Figure 1. Clock distribution (run 1).
Drawn at 6 px/um.
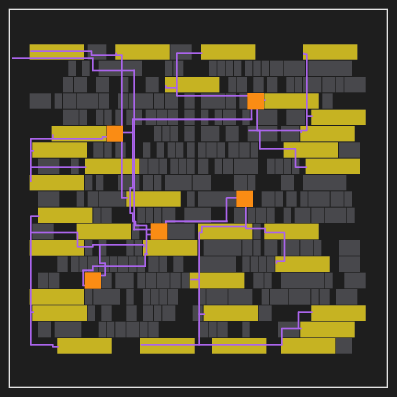
Figure 2. Metal 3 (run 1).
Drawn at 8 px/um.
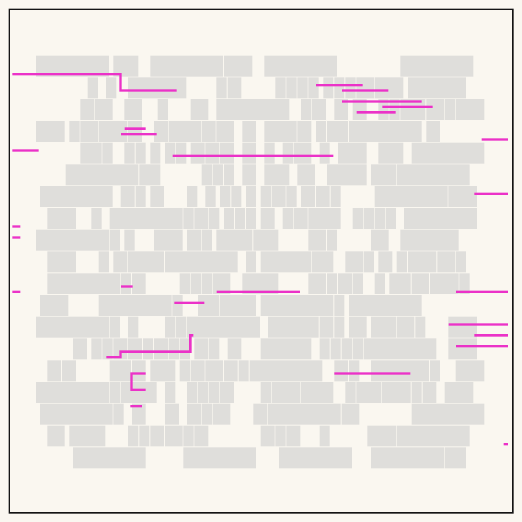
Figure 3. The clock network (run 1).
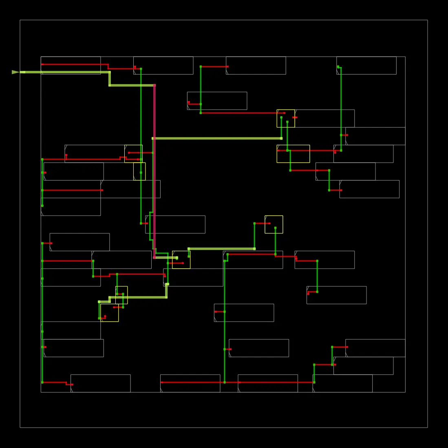
$ cat config.mk
export PLATFORM = sky130hd
export DESIGN_NAME = pulse_sync_scheduler_flat
export DESIGN_NICKNAME = d
export VERILOG_FILES = /design/src/rtl/pulse_sync_pkg.sv /design/src/rtl/pulse_sync_scheduler_if.sv /design/src/rtl/rr_arbiter.sv /design/src/rtl/pulse_sync_scheduler.sv /design/src/flat_wrapper.sv
export SDC_FILE = /design/constraint.sdc
export NUM_CORES = 1
export LEC_CHECK = 0
export ABC_AREA = 1
export CAP_MARGIN = 20
export CORE_MARGIN = 3
export CORE_UTILIZATION = 62
export DETAILED_ROUTE_END_ITERATION = 7
export PLACE_DENSITY_LB_ADDON = 0.2
export SLEW_MARGIN = 20
export SYNTH_ARGS = -nofsm -noshare
export SYNTH_HDL_FRONTEND = slang
export SYNTH_SLANG_ARGS = --single-unit
$ cat constraint.sdc
create_clock -name i_clk -period 6.15 [get_ports i_clk]
set_clock_uncertainty 0.05 [all_clocks]
set_input_delay 1.23 -clock i_clk [delete_from_list [all_inputs] [get_ports i_clk]]
set_output_delay 1.23 -clock i_clk [all_outputs]
set_load 0.005 [all_outputs]
$ cat src/rtl/pulse_sync_pkg.sv
// rtl/pulse_sync_pkg.sv - shared types and default parameters for the pulse sync scheduler
// Holds the scheduler FSM state type and the default parameter values
// used by the interface, the arbiter and the top.
package pulse_sync_pkg;

    typedef enum logic [1:0] {
        ST_IDLE  = 2'd0,
        ST_ISSUE = 2'd1,
        ST_GUARD = 2'd2
    } state_t;

    localparam int DEF_N_REQ      = 4;
    localparam int DEF_GAP_CYCLES = 6;
    localparam int DEF_CNT_W      = 3;

    // Wide enough for the largest legal guard length (255).
    localparam int GUARD_W = 8;

endpackage

$ cat src/rtl/pulse_sync_scheduler_if.sv
// rtl/pulse_sync_scheduler_if.sv - request/issue bundle between requesters and the pulse sync scheduler
// Signals:
//   i_req     - single-cycle request pulses, one bit per requester
//   i_en      - issue enable
//   i_ovf_clr - clears all sticky overflow flags
//   o_pulse   - one-cycle pulse to the shared synchronizer channel
//   o_id      - requester index of the last issued pulse
//   o_busy    - scheduler is issuing or guarding
//   o_ovf     - sticky per-requester overflow flags
// master drives the requests, slave is the scheduler.
interface pulse_sync_scheduler_if
    import pulse_sync_pkg::*;
#(
    parameter int N_REQ = DEF_N_REQ
);
    localparam int ID_W = $clog2(N_REQ);

    logic [N_REQ-1:0] i_req;
    logic             i_en;
    logic             i_ovf_clr;
    logic             o_pulse;
    logic [ID_W-1:0]  o_id;
    logic             o_busy;
    logic [N_REQ-1:0] o_ovf;

    modport master (
        output i_req, i_en, i_ovf_clr,
        input  o_pulse, o_id, o_busy, o_ovf
    );

    modport slave (
        input  i_req, i_en, i_ovf_clr,
        output o_pulse, o_id, o_busy, o_ovf
    );

endinterface

$ cat src/rtl/rr_arbiter.sv
// rtl/rr_arbiter.sv - combinational round-robin selector over a request vector
// Ports:
//   req_vec   - one bit per requester with work pending
//   ptr       - requester index the search starts from
//   grant_idx - first requesting index at or above ptr, wrapping to 0
//   grant_vld - any bit of req_vec set
module rr_arbiter
    import pulse_sync_pkg::*;
#(
    parameter int N_REQ = DEF_N_REQ
) (
    input  logic [N_REQ-1:0]         req_vec,
    input  logic [$clog2(N_REQ)-1:0] ptr,
    output logic [$clog2(N_REQ)-1:0] grant_idx,
    output logic                     grant_vld
);
    localparam int ID_W = $clog2(N_REQ);

    // One extra bit so ptr + offset cannot wrap before the explicit modulo.
    logic [ID_W:0] k;

    // Walk offsets from farthest to nearest; the last hit (smallest offset
    // from ptr) wins, which gives the round-robin order.
    always_comb begin
        grant_idx = '0;
        grant_vld = 1'b0;
        k         = '0;
        for (int off = N_REQ - 1; off >= 0; off--) begin
            k = {1'b0, ptr} + (ID_W + 1)'(off);
            if (k >= (ID_W + 1)'(N_REQ)) begin
                k = k - (ID_W + 1)'(N_REQ);
            end
            if (req_vec[k[ID_W-1:0]]) begin
                grant_idx = k[ID_W-1:0];
                grant_vld = 1'b1;
            end
        end
    end

endmodule

$ cat src/rtl/pulse_sync_scheduler.sv
// rtl/pulse_sync_scheduler.sv - round-robin scheduler feeding one shared pulse synchronizer channel
// Ports:
//   i_clk - sole clock, rising edge
//   i_rst - asynchronous active-high reset
//   bus   - slave side of pulse_sync_scheduler_if: requests, enable and
//           overflow clear in; pulse, id, busy and sticky overflow out
module pulse_sync_scheduler
    import pulse_sync_pkg::*;
#(
    parameter int N_REQ      = DEF_N_REQ,
    parameter int GAP_CYCLES = DEF_GAP_CYCLES,
    parameter int CNT_W      = DEF_CNT_W
) (
    input  logic                  i_clk,
    input  logic                  i_rst,
    pulse_sync_scheduler_if.slave bus
);
    localparam int                  ID_W       = $clog2(N_REQ);
    localparam logic [CNT_W-1:0]    CNT_MAX    = '1;
    localparam logic [GUARD_W-1:0]  GUARD_LOAD = GUARD_W'(GAP_CYCLES - 1);

    state_t                        state;
    state_t                        state_nxt;
    logic [N_REQ-1:0][CNT_W-1:0]   pend;
    logic [N_REQ-1:0]              pend_nz;
    logic [N_REQ-1:0]              dec_vec;
    logic [N_REQ-1:0]              ovf_set;
    logic [ID_W-1:0]               rr_ptr;
    logic [ID_W-1:0]               grant_idx;
    logic                          grant_vld;
    logic [GUARD_W-1:0]            guard_cnt;
    logic                          any_pend;
    logic                          issue;

    rr_arbiter #(
        .N_REQ (N_REQ)
    ) u_arb (
        .req_vec   (pend_nz),
        .ptr       (rr_ptr),
        .grant_idx (grant_idx),
        .grant_vld (grant_vld)
    );

    assign any_pend = |pend_nz;
    assign issue    = (state == ST_ISSUE) && grant_vld;

    always_comb begin
        pend_nz = '0;
        ovf_set = '0;
        dec_vec = issue ? (N_REQ'(1) << grant_idx) : '0;
        for (int i = 0; i < N_REQ; i++) begin
            pend_nz[i] = (pend[i] != '0);
            // Only a net increment can overflow; a same-cycle grant absorbs it.
            ovf_set[i] = bus.i_req[i] && !dec_vec[i] && (pend[i] == CNT_MAX);
        end
    end

    always_ff @(posedge i_clk or posedge i_rst) begin
        if (i_rst) begin
            pend <= '0;
        end else begin
            for (int i = 0; i < N_REQ; i++) begin
                if (bus.i_req[i] && !dec_vec[i]) begin
                    if (pend[i] != CNT_MAX) begin
                        pend[i] <= pend[i] + 1'b1;
                    end
                end else if (dec_vec[i] && !bus.i_req[i]) begin
                    pend[i] <= pend[i] - 1'b1;
                end
            end
        end
    end

    always_ff @(posedge i_clk or posedge i_rst) begin
        if (i_rst) begin
            state <= ST_IDLE;
        end else begin
            state <= state_nxt;
        end
    end

    // i_en only gates the start of a new issue; ISSUE and GUARD always run out.
    always_comb begin
        state_nxt = state;
        unique case (state)
            ST_IDLE: begin
                if (bus.i_en && any_pend) begin
                    state_nxt = ST_ISSUE;
                end
            end
            ST_ISSUE: begin
                state_nxt = ST_GUARD;
            end
            ST_GUARD: begin
                if (guard_cnt == '0) begin
                    state_nxt = (bus.i_en && any_pend) ? ST_ISSUE : ST_IDLE;
                end
            end
            default: begin
                state_nxt = ST_IDLE;
            end
        endcase
    end

    always_ff @(posedge i_clk or posedge i_rst) begin
        if (i_rst) begin
            guard_cnt <= '0;
            rr_ptr    <= '0;
        end else if (issue) begin
            guard_cnt <= GUARD_LOAD;
            rr_ptr    <= (grant_idx == ID_W'(N_REQ - 1)) ? '0 : grant_idx + 1'b1;
        end else if ((state == ST_GUARD) && (guard_cnt != '0)) begin
            guard_cnt <= guard_cnt - 1'b1;
        end
    end

    // Outputs are registered, so they trail the FSM state by one cycle.
    always_ff @(posedge i_clk or posedge i_rst) begin
        if (i_rst) begin
            bus.o_pulse <= 1'b0;
            bus.o_busy  <= 1'b0;
            bus.o_id    <= '0;
            bus.o_ovf   <= '0;
        end else begin
            bus.o_pulse <= issue;
            bus.o_busy  <= (state != ST_IDLE);
            if (issue) begin
                bus.o_id <= grant_idx;
            end
            // Set wins over a simultaneous clear.
            bus.o_ovf <= (bus.o_ovf & ~{N_REQ{bus.i_ovf_clr}}) | ovf_set;
        end
    end

endmodule
$ cat src/flat_wrapper.sv
// flat-port wrapper written by rule: the top's interface ports become plain ports
module pulse_sync_scheduler_flat import pulse_sync_pkg::*;
#(
    parameter int N_REQ      = DEF_N_REQ,
    parameter int GAP_CYCLES = DEF_GAP_CYCLES,
    parameter int CNT_W      = DEF_CNT_W
)
  (i_clk, i_rst, bus_i_req, bus_i_en, bus_i_ovf_clr, bus_o_pulse, bus_o_id, bus_o_busy, bus_o_ovf);
  pulse_sync_scheduler_if #(.N_REQ(N_REQ)) bus_i ();
  input  logic i_clk;
  input  logic i_rst;
  input wire logic [$bits(bus_i.i_req)-1:0] bus_i_req;
  input wire logic [$bits(bus_i.i_en)-1:0] bus_i_en;
  input wire logic [$bits(bus_i.i_ovf_clr)-1:0] bus_i_ovf_clr;
  output wire logic [$bits(bus_i.o_pulse)-1:0] bus_o_pulse;
  output wire logic [$bits(bus_i.o_id)-1:0] bus_o_id;
  output wire logic [$bits(bus_i.o_busy)-1:0] bus_o_busy;
  output wire logic [$bits(bus_i.o_ovf)-1:0] bus_o_ovf;
  assign bus_i.i_req = bus_i_req;
  assign bus_i.i_en = bus_i_en;
  assign bus_i.i_ovf_clr = bus_i_ovf_clr;
  assign bus_o_pulse = bus_i.o_pulse;
  assign bus_o_id = bus_i.o_id;
  assign bus_o_busy = bus_i.o_busy;
  assign bus_o_ovf = bus_i.o_ovf;
  pulse_sync_scheduler #(.N_REQ(N_REQ), .GAP_CYCLES(GAP_CYCLES), .CNT_W(CNT_W)) u_core (.i_clk(i_clk), .i_rst(i_rst), .bus(bus_i));
endmodule
==> impl_metrics.csv, run 1 <==
group,metric,value,unit
finish,sh_seq_area,35.60,%
power_and_ir_drop,leakagePower,1.138,nW
cts,tritoncts,"yes",
finish,nClkBuffers,6,
finish,diodes,0,
die,dieHeight,62.77,um
logic_synthesis,ys_area,0.001998,mm^2
logic_synthesis,ys.warnings.count,0,
critical_path,r2r_end,"u_core.pend[8]",
power_and_ir_drop,power_density,501.8,mW/mm^2
critical_path,cp.arrival,3030,ps
detailed_routing,num_vias,1617,
die,die_x,62.77,um
cts,clk_latency,340,ps
run,tool_warnings,30,
logic_synthesis,synth_top_area_share,40.08,%
power_and_ir_drop,p_comb_share,53.7,%
logic_synthesis,enable_flop_cells,0,
finish,max_flop_register,"u_core.pend",
logic_synthesis,synth-async-reset-ratio,100.0,%
final_timing,setup_ws,3306,ps
critical_path,path_depth,16,
placement,dp.cells,299,
power_and_ir_drop,p_sw,0.5285,mW
finish,utilization,77.57,%
final_timing,final.min_clock_period,2844,ps
final_timing,rsz0062_at_grt,"false",
detailed_routing,drt_iter0_markers,131,
finish,area_growth,12.59,%
logic_synthesis,yosysCellCount,244,
finish,clockNetworkAreaShare,2.725,%
detailed_routing,wl_met3,159,um
detailed_routing,route.detailed.drc,0,
cts,cts_sinks,32,
logic_synthesis,synthTopCellsByArea,"dfrtp_1, nand2_1, nand3_1",
critical_path,required,6340,ps
critical_path,cp-end-kind,"register",
critical_path,worstSetupStartpoint,"u_core.rr_ptr[0]",
finish,layout.nets,282,
power_and_ir_drop,p_total,1.129,mW
finish,combGateArea,0.001035,mm^2
final_timing,tns,0,ps
power_and_ir_drop,clkPwrFrac,11.3,%
detailed_routing,drt-total-wl,3.696,mm
cts,clockBufferDepth,2,
finish,final_area,0.002250,mm^2
logic_synthesis,flop_cell,"dfrtp_1",
finish,largest_register_ffs,12,
cts,cts_resized,0,
logic_synthesis,synthDistinctLibCells,25,
logic_synthesis,synthCells,244,
die,fp_util,68.90,%
final_timing,tightest_slew,407.0,ps
finish,inv_count,38,
grt,grt_first_pass_wirelength,6.423,mm
finish,drive_above_1_share,11.70,%
power_and_ir_drop,power-top-group,"combinational cells",
hold_path,whs_path_depth,1,
grt,busiest_layer,"met2",
final_timing,hold_viol,0,
finish,fillers,211,
logic_synthesis,yosysMostFrequentCell,"nand2_1",
grt,grt_antenna_before_repair,0,
die,chipArea,0.003940,mm^2
finish,seq_area,800.8,um^2
critical_path,rr_startpoint,"u_core.rr_ptr[0]",
logic_synthesis,avgSynthCellArea,8.189,um^2
power_and_ir_drop,comb_power,0.607,mW
power_and_ir_drop,power_frac_seq,35.0,%
critical_path,slowest_stage,"dfrtp_1",
grt,met2_usage,31.42,%
power_and_ir_drop,switching_share,46.81,%
grt,grt_usage,20.62,%
detailed_routing,wl_met2,1.674,mm
detailed_routing,via_per_inst,5.267,
cts,cts_htree_levels,2,
power_and_ir_drop,ir_worst_vdd,0.2776,mV
cts,cts_setup_buffers,0,
run,drv_cap,0,
placement,port_buffers,15,
finish,comb_share,46.00,%
run_status,status,"completed",
final_timing,finalSetupViolations,0,
power_and_ir_drop,internal-power,0.6005,mW
critical_path,crit_type,"reg -> reg",
logic_synthesis,ys_seq_share,40.08,%
logic_synthesis,top_area_cell,"dfrtp_1",
critical_path,r2r_slack,3310,ps
placement,dp_hpwl,2.767,mm
finish,top_regs,"u_core.pend: 12 flops, u_core.guard_cnt: 8 flops, u_core.bus.o_ovf: 4 flops",
power_and_ir_drop,powerClk,0.127,mW
final_timing,finalClockPeriodUsage,46.25,%
critical_path,worstSetupStartpointType,"register",
cts,root_buffer,"clkbuf_4",
critical_path,ff2ff_path_depth,16,
finish,instances_no_fill,307,
hold_path,hold_start,"u_core.state[0]",
critical_path,setup.worst_path.end,"u_core.pend[8]",
logic_synthesis,top_cells_by_count,"nand2_1, inv_1, nand3_1",
detailed_routing,ant_nets,0,
finish,comb_cells,171,
critical_path,cp_num_buf_inv,3,
die,rows,19,
die,core_area,0.002900,mm^2
critical_path,crit_family,"simple AND/OR/NAND/NOR gates",
grt,grt_overflow,0,
detailed_routing,top_layer,"met4",
die,nWellTaps,42,
logic_synthesis,syn_nets,262,
-- Figure 1 (at the start) --
[clock drivers] orange | count: 5
[flip-flops] yellow | count: 32
[clock wires] purple | length: 426 um
flops lie: all over the die

-- Figure 2 (at the start) --
nets with wire on the layer: 23
longest straight run: 19.8 um
wire length on this layer: 159 um
share of all routed wire: 4.3%

-- Figure 3 (at the start) --
TritonCTS Buffers: 5
flop count: 32

## run 1: logic make-up after synthesis
| family | after synthesis | share of synthesized area, % |
|---|---|---|
| xor gates and xnor gates | 7 | 3.068 |
| AOI/OAI and AO/OA | 22 | 6.199 |
| buffers and inverters | 41 | 8.140 |
| and+or+nand+nor | 132 | 34.75 |
| DFF | 32 | 40.08 |
| adders and majority gates | 10 | 7.765 |
## run 1: cells in the final DEF, fill, tap and decap left out, drive strengths merged, types with 2 or more instances in the layout
master	netlist	final
a21oi	2	2
clkbuf	0	6
clkdlybuf4s50	0	15
clkinv	0	2
dfrtp	32	32
fa	4	4
ha	6	6
inv	38	38
nand2	59	59
nand3	43	43
nand3b	2	2
nand4	10	10
nor2	17	17
o21ai	15	15
o22ai	5	5
xor2	6	6
Figure 4. Local utilization (run 1).
Drawn at 6 px/um. 6 x 6 tiles, from white (low) to dark blue (high), 0 to 100% covered.
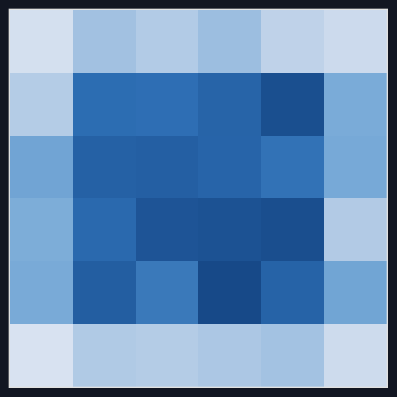

==> run 2, diff against run 1 <==
--- a/config.mk
+++ b/config.mk
@@ -8,7 +8,7 @@
 export ABC_AREA = 1
 export CAP_MARGIN = 20
 export CORE_MARGIN = 3
-export CORE_UTILIZATION = 62
+export CORE_UTILIZATION = 52
 export DETAILED_ROUTE_END_ITERATION = 7
 export PLACE_DENSITY_LB_ADDON = 0.2
 export SLEW_MARGIN = 20
==> constraint.sdc (replaced) <==
create_clock -name i_clk -period 2.5 [get_ports i_clk]
set_clock_uncertainty 0.05 [all_clocks]
set_input_delay 0.5 -clock i_clk [delete_from_list [all_inputs] [get_ports i_clk]]
set_output_delay 0.5 -clock i_clk [all_outputs]
set_load 0.005 [all_outputs]
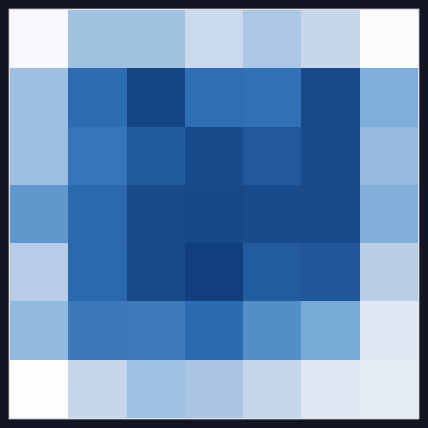
Figure 5: run 2, local utilization.
Drawn at 6 px/um. 7 x 7 tiles, from white (low) to dark blue (high), 0 to 100% covered.
emptiest ninth of the die: south-east
mean over tiles: 55%
fullest tile: 94%
densest ninth of the die: center
tiles over 75% full: 39%

==> run 2 against run 1 <==
Net effect: synthesized cell count did not move; via count rose by 7.1%; global-route usage fell by 0.60 points; largest power group unchanged.
==> impl_metrics.csv, run 2 <==
group,metric,value,unit
logic_synthesis,top_cells_by_count,"nand2_1, inv_1, nand3_1",
detailed_routing,num_vias,1732,
grt,grt_usage,20.02,%
placement,dp.cells,330,
critical_path,path_depth,16,
logic_synthesis,top_area_cell,"dfrtp_1",
placement,port_buffers,15,
die,core_area,0.003521,mm^2
power_and_ir_drop,p_sw,1.534,mW
die,die_x,67.99,um
logic_synthesis,synthTopCellsByArea,"dfrtp_1, nand2_1, nand3_1",
critical_path,worstSetupStartpoint,"u_core.rr_ptr[0]",
cts,clockBufferDepth,2,
cts,root_buffer,"clkbuf_8",
detailed_routing,ant_nets,0,
critical_path,cp-end-kind,"register",
critical_path,crit_family,"simple AND/OR/NAND/NOR gates",
power_and_ir_drop,leakagePower,1.291,nW
finish,instances_no_fill,339,
grt,grt_antenna_before_repair,0,
finish,drive_above_1_share,31.74,%
logic_synthesis,yosysCellCount,244,
finish,diodes,0,
detailed_routing,route.detailed.drc,0,
logic_synthesis,ys.warnings.count,0,
logic_synthesis,synth-async-reset-ratio,100.0,%
hold_path,whs_path_depth,1,
finish,mostFrequentLayoutCells,"nand2_1, inv_1, dfrtp_1",
detailed_routing,top_layer,"met4",
power_and_ir_drop,power_density,1322,mW/mm^2
die,rows,21,
finish,largest_register_ffs,12,
detailed_routing,via_per_inst,5.109,
run_status,status,"completed",
critical_path,r2r_end,"u_core.pend[5]",
critical_path,crit_type,"reg -> reg",
cts,numCtsBuffers,5,
cts,clk_latency,280,ps
power_and_ir_drop,comb_power,2.17,mW
logic_synthesis,ys_seq_share,40.08,%
cts,cts_htree_levels,2,
grt,grt_overflow,0,
cts,cts_setup_buffers,1,
final_timing,hold_viol,0,
run,drv_cap,0,
finish,layout.nets,311,
finish,area_growth,31.00,%
detailed_routing,drt_iter0_markers,71,
finish,top_regs,"u_core.pend: 12 flops, u_core.guard_cnt: 8 flops, u_core.bus.o_ovf: 4 flops",
finish,fillers,259,
finish,final_area,0.002618,mm^2
detailed_routing,wl_met2,1.903,mm
critical_path,setup.worst_path.end,"u_core.pend[5]",
grt,busiest_layer,"met2",
critical_path,rr_startpoint,"u_core.rr_ptr[0]",
logic_synthesis,synthCells,244,
finish,layout.cells.most_common,"nand2_1",
power_and_ir_drop,internal-power,1.927,mW
die,fp_util,56.75,%
final_timing,final.min_clock_period,2394,ps
run 2: cell counts after synthesis:
Identical to the previous run, type by type.
run 2: layout make-up:
| cell class | count | area (um^2) | share of cell area, % |
|---|---|---|---|
| multi-input combinational | 171 | 1155 | 44.12 |
| sequential | 32 | 803.3 | 30.69 |
| timing repair buffer | 45 | 379.1 | 14.48 |
| inverter | 38 | 145.1 | 5.545 |
| clock buffer | 6 | 72.57 | 2.772 |
| tap | 46 | 57.56 | 2.199 |
| clock inverter | 1 | 5.005 | 0.1912 |
run 2: kinds of logic after synthesis:
kind of cell | after synthesis | synth area share, %
simple gates | 132 | 34.75
buf+inv | 41 | 8.140
flops | 32 | 40.08
compound gates | 22 | 6.199
fa+ha+maj | 10 | 7.765
xor+xnor | 7 | 3.068
==> run 3, diff against run 2 <==
--- a/config.mk
+++ b/config.mk
@@ -9,6 +9,7 @@
 export CAP_MARGIN = 20
 export CORE_MARGIN = 3
 export CORE_UTILIZATION = 52
+export CTS_CLUSTER_SIZE = 8
 export DETAILED_ROUTE_END_ITERATION = 7
 export PLACE_DENSITY_LB_ADDON = 0.2
 export SLEW_MARGIN = 20
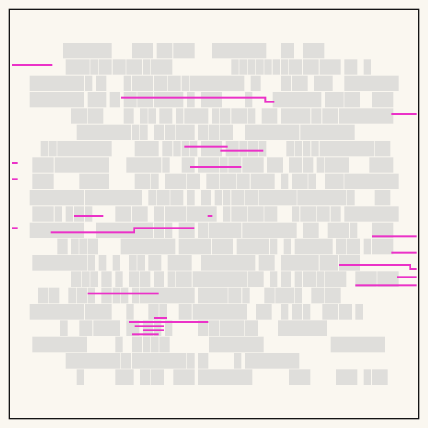
Figure 6: run 3, metal 3.
Drawn at 6 px/um.
main direction: horizontal
wire length on this layer: 165 um

==> run 3 against run 2 <==
Net effect: clock-buffer cell count is the same; critical path depth is the same; flip-flop count is the same; wire length is the same; core utilization is the same; worst setup slack is the same; worst hold slack is the same; sequential share of layout area is the same; first-iteration DRC count is the same; register-to-register slack is essentially flat; cell count is the same; die size is the same.
==> impl_metrics.csv, run 3 <==
group,metric,value,unit
run_status,status,"completed",
logic_synthesis,enable_flop_cells,0,
grt,grt_overflow,0,
detailed_routing,drt-total-wl,4.034,mm
die,fp_util,56.75,%
detailed_routing,route.detailed.drc,0,
logic_synthesis,avgSynthCellArea,8.189,um^2
placement,dp.cells,330,
cts,cts_resized,10,
finish,inv_count,38,
finish,top_regs,"u_core.pend: 12 flops, u_core.guard_cnt: 8 flops, u_core.bus.o_ovf: 4 flops",
logic_synthesis,synthCells,244,
grt,grt_first_pass_wirelength,6.941,mm
logic_synthesis,ys_sh_xor,3.068,%
critical_path,setup.worst_path.end,"u_core.pend[5]",
logic_synthesis,ys_sh_simple,34.75,%
finish,diodes,0,
finish,buffer_area_share,14.48,%
finish,largest_register_ffs,12,
logic_synthesis,ys_sh_aoi,6.199,%
run,drv_cap,0,
finish,final_area,0.002618,mm^2
die,die_x,67.99,um
logic_synthesis,ys_sh_mux,0,%
critical_path,r2r_end,"u_core.pend[5]",
final_timing,final.min_clock_period,2394,ps
detailed_routing,top_layer,"met4",
placement,port_buffers,15,
critical_path,ff2ff_path_depth,16,
die,core_area,0.003521,mm^2
finish,largest_class,"multi-input combinational cells",
die,nWellTaps,46,
critical_path,slowest_stage,"dfrtp_2",
finish,drive_above_1_share,31.74,%
logic_synthesis,top_cells_by_count,"nand2_1, inv_1, nand3_1",
critical_path,cp_num_buf_inv,3,
finish,comb_share,44.12,%
critical_path,path_depth,16,
critical_path,cp.arrival,2510,ps
detailed_routing,wl_met2,1.903,mm
critical_path,worstSetupStartpointType,"register",
logic_synthesis,ys_seq_share,40.08,%
final_timing,tightest_slew,393.9,ps
grt,met2_usage,32.01,%
die,rows,21,
detailed_routing,via_per_inst,5.109,
logic_synthesis,synth_top_area_share,40.08,%
power_and_ir_drop,ir_worst_vdd,0.7731,mV
logic_synthesis,synthAdderAreaFrac,7.765,%
logic_synthesis,ys_area,0.001998,mm^2
critical_path,r2r_slack,110,ps
logic_synthesis,ys_top_logic_family,"simple AND/OR/NAND/NOR gates",
cts,cts_setup_buffers,1,
logic_synthesis,ys.warnings.count,0,
cts,numCtsBuffers,5,
run,tool_warnings,31,
cts,cts_sinks,32,
detailed_routing,drt_iter0_markers,71,
grt,busiest_layer,"met2",
finish,nClkBuffers,6,
critical_path,rr_startpoint,"u_core.rr_ptr[0]",
cts,cts_htree_levels,2,
logic_synthesis,synth-async-reset-ratio,100.0,%
finish,layout.cells.most_common,"nand2_1",
placement,dp_hpwl,2.957,mm
critical_path,crit_family,"simple AND/OR/NAND/NOR gates",
final_timing,setup_ws,106.1,ps
final_timing,rsz0062_at_grt,"true",
logic_synthesis,top_area_cell,"dfrtp_1",
critical_path,crit_type,"reg -> reg",
finish,comb_cells,171,
finish,instances_no_fill,339,
logic_synthesis,yosysCellCount,244,
die,chipArea,0.004623,mm^2
cts,clockBufferDepth,2,
cts,root_buffer,"clkbuf_8",
cts,clk_latency,280,ps
logic_synthesis,synthTopCellsByArea,"dfrtp_1, nand2_1, nand3_1",
detailed_routing,wl_met3,165,um
final_timing,finalClockPeriodUsage,95.76,%
cts,tritoncts,"yes",
## run 3: cell counts after synthesis
Identical to the previous run, type by type.
## run 3: worst min-delay path by stage
stage               depth (start not counted)  slack [ps]                 to             from
finish                                      1         420  u_core.bus.o_busy  u_core.state[0]
global route                                1         450  u_core.bus.o_busy  u_core.state[0]
CTS                                         1         430  u_core.bus.o_busy  u_core.state[0]
detailed placement                          1         410  u_core.bus.o_busy  u_core.state[0]
global placement                            1         400  u_core.bus.o_busy  u_core.state[0]
floorplan                                   1         390  u_core.bus.o_busy  u_core.state[0]
## run 3: power breakdown
part	leakage, nW	total, mW	internal (mW)	switching (mW)
Sequential	0.398	0.923	0.753	0.170
Clock	0.0410	0.368	0.189	0.179
Combinational	0.852	2.17	0.985	1.19
No activity file was given, so power comes from the tool's default toggle rates.
